`config.mk`:
```
export PLATFORM = sky130hd
export DESIGN_NAME = pes_4ch_event_counter
export DESIGN_NICKNAME = d
export VERILOG_FILES = /design/src/rtl/pes_demux_pkg.sv /design/src/rtl/pes_sat_counter.sv /design/src/rtl/pes_4ch_event_counter.sv
export SDC_FILE = /design/constraint.sdc
export NUM_CORES = 1
export LEC_CHECK = 0
export CORE_ASPECT_RATIO = 0.5
export CORE_MARGIN = 2
export CORE_UTILIZATION = 25
export DETAILED_ROUTE_END_ITERATION = 8
export PLACE_DENSITY = 0.51
export SLEW_MARGIN = 10
export SYNTH_ARGS = -nofsm -noshare
export SYNTH_HDL_FRONTEND = slang
export SYNTH_HIERARCHICAL = 1
export SYNTH_SLANG_ARGS = --single-unit
```
`constraint.sdc`:
```
create_clock -name clk -period 2.7 [get_ports clk]
set_clock_uncertainty 0.05 [all_clocks]
set_input_delay 0.54 -clock clk [delete_from_list [all_inputs] [get_ports clk]]
set_output_delay 0.54 -clock clk [all_outputs]
set_load 0.005 [all_outputs]
```
`src/rtl/pes_demux_pkg.sv`:
```
// ---------------------------------------------------------------------------
// pes_demux_pkg
// Shared constants for the 1-to-4 demux consumer blocks.
//   NUM_CH / CH_IDX_W : channel count and channel index width
//   CNT_W_DEF         : default per-channel counter width
//   IDLE/CAPT/ACK     : read-FSM state encoding
//   top_idx()         : index of the highest set bit of a channel vector
// ---------------------------------------------------------------------------
package pes_demux_pkg;

    localparam int unsigned NUM_CH    = 4;
    localparam int unsigned CH_IDX_W  = 2;
    localparam int unsigned CNT_W_DEF = 8;

    typedef logic [1:0] rd_state_t;

    localparam rd_state_t IDLE = 2'd0;
    localparam rd_state_t CAPT = 2'd1;
    localparam rd_state_t ACK  = 2'd2;

    // Highest-index set bit wins; returns 0 for an all-zero vector.
    function automatic logic [CH_IDX_W-1:0] top_idx(input logic [NUM_CH-1:0] v);
        logic [CH_IDX_W-1:0] idx;
        idx = '0;
        for (int k = 0; k < NUM_CH; k++) begin
            if (v[k]) begin
                idx = CH_IDX_W'(k);
            end
        end
        return idx;
    endfunction

endpackage

```
`src/rtl/pes_sat_counter.sv`:
```
// ---------------------------------------------------------------------------
// pes_sat_counter
// One saturating event counter with a sticky overflow flag.
// Ports:
//   clk    : clock
//   reset  : asynchronous active-high reset
//   inc    : count one event this cycle
//   clr    : synchronous clear of count and overflow (highest priority)
//   rd_clr : clear-on-read; the same-cycle event (if any) is kept as a count of 1
//   cnt    : current count
//   ovf    : sticky flag, set when an event arrives while the count is at maximum
// ---------------------------------------------------------------------------
module pes_sat_counter
    import pes_demux_pkg::*;
#(
    parameter int unsigned CNT_W = CNT_W_DEF
) (
    input  logic             clk,
    input  logic             reset,
    input  logic             inc,
    input  logic             clr,
    input  logic             rd_clr,
    output logic [CNT_W-1:0] cnt,
    output logic             ovf
);

    logic at_max;

    assign at_max = &cnt;

    always_ff @(posedge clk or posedge reset) begin
        if (reset) begin
            cnt <= '0;
            ovf <= 1'b0;
        end else if (clr) begin
            cnt <= '0;
            ovf <= 1'b0;
        end else if (rd_clr) begin
            // An event landing in the clearing cycle must not be lost.
            cnt <= inc ? CNT_W'(1) : '0;
            ovf <= 1'b0;
        end else if (inc) begin
            if (at_max) begin
                ovf <= 1'b1;
            end else begin
                cnt <= cnt + CNT_W'(1);
            end
        end
    end

endmodule

```
`src/rtl/pes_4ch_event_counter.sv`:
```
// ---------------------------------------------------------------------------
// pes_4ch_event_counter
// Counts rising edges on the four demux outputs in saturating counters,
// tracks the most recently active channel and serves counts to a host over a
// four-phase req/ack read handshake.
// Ports:
//   clk       : clock, all state changes on its rising edge
//   reset     : asynchronous active-high reset
//   ch_in     : demux outputs {o3,o2,o1,o0}, synchronous to clk
//   clr       : synchronous clear of all counters and overflow flags
//   rd_req    : read request (four-phase)
//   rd_ch     : channel to read, sampled only when a request is accepted
//   rd_ack    : read acknowledge; rd_data valid while high
//   rd_data   : captured count of the requested channel
//   active_ch : channel that most recently saw a rising edge
//   ovf       : sticky per-channel saturation flags
// Build option:
//   PES_CNT_CLR_ON_READ_EN : when defined, a read also clears the read channel's
//                            counter and overflow flag (destructive read).
// ---------------------------------------------------------------------------
module pes_4ch_event_counter
    import pes_demux_pkg::*;
#(
    parameter int unsigned CNT_W = CNT_W_DEF
) (
    input  logic                clk,
    input  logic                reset,
    input  logic [NUM_CH-1:0]   ch_in,
    input  logic                clr,
    input  logic                rd_req,
    input  logic [CH_IDX_W-1:0] rd_ch,
    output logic                rd_ack,
    output logic [CNT_W-1:0]    rd_data,
    output logic [CH_IDX_W-1:0] active_ch,
    output logic [NUM_CH-1:0]   ovf
);

    logic [NUM_CH-1:0]   ch_prev_q;
    logic [NUM_CH-1:0]   ch_edge;
    logic [NUM_CH-1:0]   rd_clr;
    logic [CNT_W-1:0]    cnt [NUM_CH];

    rd_state_t           state_q;
    rd_state_t           state_d;
    logic [CH_IDX_W-1:0] ch_l_q;
    logic [CNT_W-1:0]    rd_data_q;
    logic [CH_IDX_W-1:0] active_ch_q;

    // ------------------------------------------------------------------
    // Edge detection; ch_prev resets to 0 so a line already high at reset
    // release counts as one event.
    // ------------------------------------------------------------------
    assign ch_edge = ch_in & ~ch_prev_q;

    always_ff @(posedge clk or posedge reset) begin
        if (reset) begin
            ch_prev_q <= '0;
        end else begin
            ch_prev_q <= ch_in;
        end
    end

    // ------------------------------------------------------------------
    // Most recent channel: highest index among simultaneous edges.
    // ------------------------------------------------------------------
    always_ff @(posedge clk or posedge reset) begin
        if (reset) begin
            active_ch_q <= '0;
        end else if (|ch_edge) begin
            active_ch_q <= top_idx(ch_edge);
        end
    end

    assign active_ch = active_ch_q;

    // ------------------------------------------------------------------
    // Per-channel counters
    // ------------------------------------------------------------------
`ifdef PES_CNT_CLR_ON_READ_EN
    always_comb begin
        rd_clr = '0;
        if (state_q == CAPT) begin
            rd_clr[ch_l_q] = 1'b1;
        end
    end
`else
    always_comb begin
        rd_clr = '0;
    end
`endif

    for (genvar k = 0; k < NUM_CH; k++) begin : g_cnt
        pes_sat_counter #(
            .CNT_W (CNT_W)
        ) u_cnt (
            .clk    (clk),
            .reset  (reset),
            .inc    (ch_edge[k]),
            .clr    (clr),
            .rd_clr (rd_clr[k]),
            .cnt    (cnt[k]),
            .ovf    (ovf[k])
        );
    end

    // ------------------------------------------------------------------
    // Read FSM. ACK only exits on rd_req low, so a request held high across
    // the return to IDLE can never restart a read without a low phase.
    // ------------------------------------------------------------------
    always_comb begin
        state_d = state_q;
        case (state_q)
            IDLE: begin
                if (rd_req) begin
                    state_d = CAPT;
                end
            end
            CAPT: begin
                state_d = ACK;
            end
            ACK: begin
                if (!rd_req) begin
                    state_d = IDLE;
                end
            end
            default: begin
                state_d = IDLE;
            end
        endcase
    end

    always_ff @(posedge clk or posedge reset) begin
        if (reset) begin
            state_q   <= IDLE;
            ch_l_q    <= '0;
            rd_data_q <= '0;
        end else begin
            state_q <= state_d;
            if (state_q == IDLE && rd_req) begin
                ch_l_q <= rd_ch;
            end
            // Captures the pre-increment register value of this cycle.
            if (state_q == CAPT) begin
                rd_data_q <= cnt[ch_l_q];
            end
        end
    end

    assign rd_ack  = (state_q == ACK);
    assign rd_data = rd_data_q;

endmodule

```
run_1/cell_classes.png
The bar under the picture is 50 µm long. Fill, decap, tap and diode cells in grey.
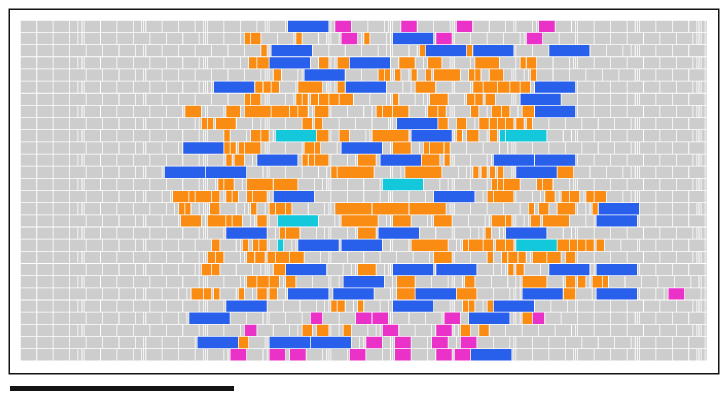
colour	class	cells	share of their area
magenta	other buffers and delay cells	27	7.7%
cyan	clock drivers and dummy loads	7	3.9%
blue	flops	54	40%
orange	all other logic	238	48%
post-layout util: 0.307
Core Footprint: 11,700 µm²
Rows: 28

run_1/density.png
16 x 8 tiles, from black (low) to pale yellow (high), 0 to 100% covered.
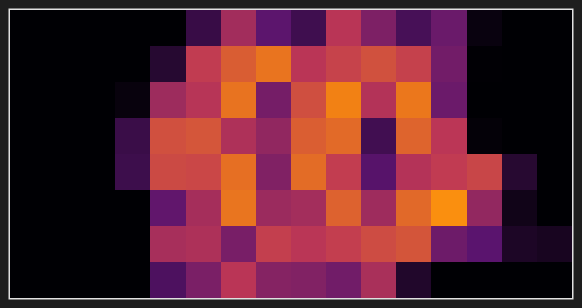
densest ninth of the die	centre
nearly empty tiles	37%
mean over tiles	26%
Starting Density: 0.254

run_1/metal_stack.png
The bar under the picture is 50 µm long. Only two layers are drawn.
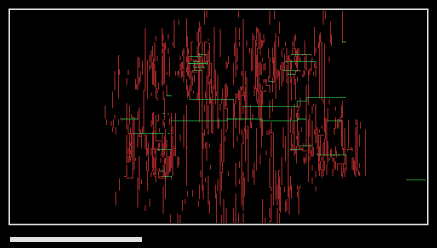
colour	layer	wire length
green	met3	227 µm
red	met2	3,390 µm
GRT Util Overall: 0.126
Post-Route WL: 7.39 mm
vias: 2,425
wire per inst: 15.0 µm

run_1/registers.png
The bar under the picture is 50 µm long. Other sequential cells in the stronger grey, the rest of the logic in the fainter grey.
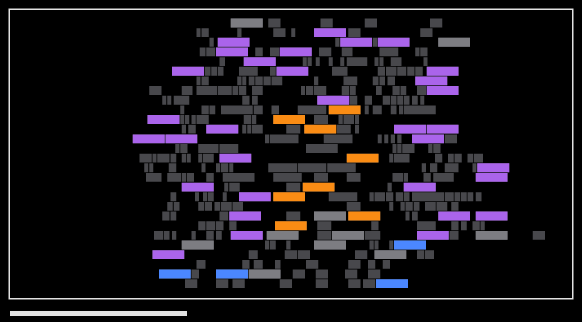
colour	signal	sequential cells
blue	ch_prev_q	4
purple	g_cnt.u_cnt/cnt	32
orange	rd_data	8
not coloured	10
seq pwr: 0.935 mW
flop share of the area: 0.376
Reg area: 1350 µm²

==> run 1: cells by family (layout without fill, tap and decap cells) <==
group,Yosys count,after routing,synth area share
and+or+nand+nor,115,115,0.213
AOI/OAI and AO/OA,55,55,0.149
DFF,54,54,0.454
buffers and inverters,29,52,0.0408
muxes,26,26,0.125
adders and majority gates,4,4,0.0168
other,1,20,0.00126
==> run 1: per-stage QoR <==
stage / hold WS, ps / setup WS, ps / cells
2_1_floorplan: 318 / 1180 / 303
3_3_place_gp: 430 / 560 / 484
3_5_place_dp: 429 / 531 / 484
4_1_cts: 452 / 722 / 491
5_1_grt: 464 / 669 / 491
6_report: 449 / 733 / 491
==> run 1: critical path: stages, from the launching register on <==
cell and delay [ps]:
dfrtp_1 380, nor2b_1 190, clkdlybuf4s50_1 520
==> results.txt, run 1 <==
Met3 Track Usage GR: 0.0229
Synth unique cells: 37
Cells on worst reg2reg path: 2
Reg2reg setup slack: 1060 ps
Worst Setup Start Kind: flop
Seq share, synth: 0.454
Setup TNS: 0 ps
# clk buffers: 7
Max IR drop VDD: 0.185 mV
Die H: 81.2 µm
Vias per cell: 4.94
Gr busiest metal: met2
Most flop-heavy register: g_cnt.u_cnt/cnt
Number of flip-flops in the largest register: 32
Leakage: 1.42 nW
Status: complete, no violations
Logic pwr share: 0.137
Met2 wire length: 3.39 mm
Number of global-route vias before repair: 2,408
Layout area overhead: 20.8%
Comb gates: 220
Metal3 WL: 227 µm
NumNets Final: 340
Clk cell area share: 0.0369
Min-Delay Startpoint: state_q[1]$_DFFE_PP0P_
PortBufs: 24
Hold Crit Depth: 1
Post-Route M1 WL: 3.71 mm
Most frequent cells in the layout: dfrtp_1 (54), clkdlybuf4s50_1 (24), nand2_1 (23)
Sw Ratio: 0.257
I/O pin total: 25
HP Class: reg2reg
FF-to-FF End: rd_data[4]$_DFFE_PP0N_
Biggest area cells: dfrtp_1 (45%), mux4_2 (6.1%), mux2_2 (3.0%)
Final Slew Violations: 0
Comb area share: 0.438
Placer Congestion: 0.816
Placed Area: 3460 µm²
Largest cell class: multi-input combinational cells
Post-route ant nets: 0
Yosys Warn Count: 6
Max clock buf depth: 2
Hold_buf cts: 0
==> run 1 -> run 2 <==
clock period = 2.04 ns   (was 2.7 ns; I/O delays follow)
run_2/registers.png
The bar under the picture is 50 µm long. Other sequential cells in the stronger grey, the rest of the logic in the fainter grey.
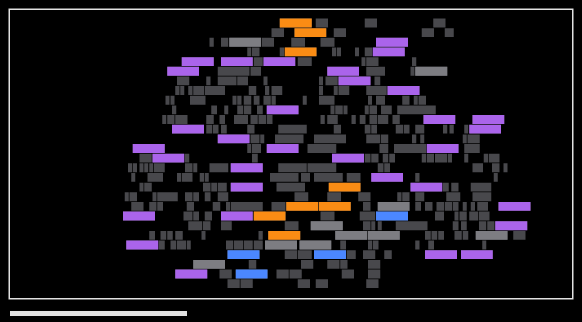
colour	signal	sequential cells
orange	rd_data	8
blue	ch_prev_q	4
purple	g_cnt.u_cnt/cnt	32
not coloured	10
flop share of the area: 0.371
post-layout util: 0.311
seq pwr: 1.23 mW

==> results.txt, run 2 <==
Gr busiest metal: met2 (unchanged)
Worst Setup Start Kind: flop (unchanged)
Synth unique cells: 37 (unchanged)
Max IR drop VDD: 0.312 mV (was 0.185 mV)
Max incr delay on CP: 520 ps (about the same)
HP Class: reg2reg (unchanged)
Placed Area: 3480 µm² (was 3460 µm²)
FF-to-FF End: rd_data[0]$_DFFE_PP0N_ (was rd_data[4]$_DFFE_PP0N_)
Wire per inst: 15.0 µm (about the same)
Layout area overhead: 22.3% (was 20.8%)
Setup TNS: 0 ps (unchanged)
Leakage: 1.44 nW (was 1.42 nW)
Seq share, synth: 0.454 (unchanged)
GRT Util Overall: 0.127 (was 0.126)
Kind of cell adding the most delay to the critical path: buffers and inverters (unchanged)
Cells on worst reg2reg path: 2 (unchanged)
Die H: 81.2 µm (unchanged)
Number of global-route vias before repair: 2,341 (was 2,408)
Crit path buffers/inverters: 1 (unchanged)
Yosys Warn Count: 6 (unchanged)
Vias per cell: 4.86 (was 4.94)
Max clock buf depth: 2 (unchanged)
Most flop-heavy register: g_cnt.u_cnt/cnt (unchanged)
Status: complete, no violations (unchanged)
Met3 Track Usage GR: 0.0256 (was 0.0229)
Cell Chain, Critical Path: nor2b_1, clkdlybuf4s50_1 (unchanged)
Metal3 WL: 206 µm (was 227 µm)
Number of flip-flops in the largest register: 32 (unchanged)
Hold_buf cts: 0 (unchanged)
Post-Route M1 WL: 3.60 mm (was 3.71 mm)
Post-route ant nets: 0 (unchanged)
Final Slew Violations: 0 (unchanged)
Biggest area cells: dfrtp_1 (45%), mux4_2 (6.1%), mux2_2 (3.0%) (unchanged)
Min-Delay Startpoint: state_q[0]$_DFFE_PP0P_ (was state_q[1]$_DFFE_PP0P_)
run_2/density.png
16 x 8 tiles, from black (low) to pale yellow (high), 0 to 100% covered.
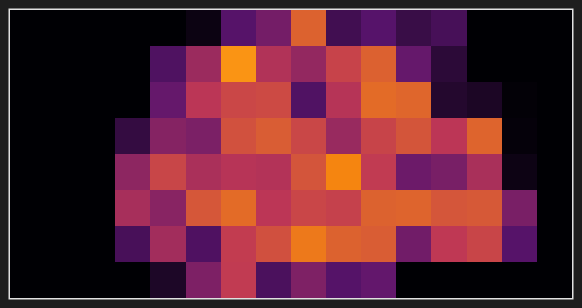
emptiest ninth of the die	north-west
tiles over 75% full	0.80%
mean over tiles	27%
nearly empty tiles	37%
fullest tile	77%

run 2: cell counts after synthesis:
Identical to the previous run, type by type.
run 2: final cells by class:
type	instances	area, µm²	area share
Tap cell	165	206	0.0567
Timing Repair Buffer	29	278	0.0763
Sequential cell	54	1350	0.371
Inverter	18	67.6	0.0186
Multi-Input combinational cell	220	1580	0.433
Clock buffer	7	133	0.0364
Clock inverter	1	30.0	0.00824
run 2: cells by family after synthesis:
family,synth area share
DFF,0.454
and+or+nand+nor,0.213
adders and majority gates,0.0168
muxes,0.125
other,0.00126
AOI/OAI and AO/OA,0.149
buffers and inverters,0.0408
run 2: stage by stage:
step | total power [mW] | worst slack (ps)
finish | 2.53 | 194
global route | 2.66 | 131
CTS | 2.57 | 172
detailed placement | 1.60 | 97.6
global placement | 1.60 | 148
floorplan | 1.50 | 651
Power is estimated from default activity; no workload was simulated.
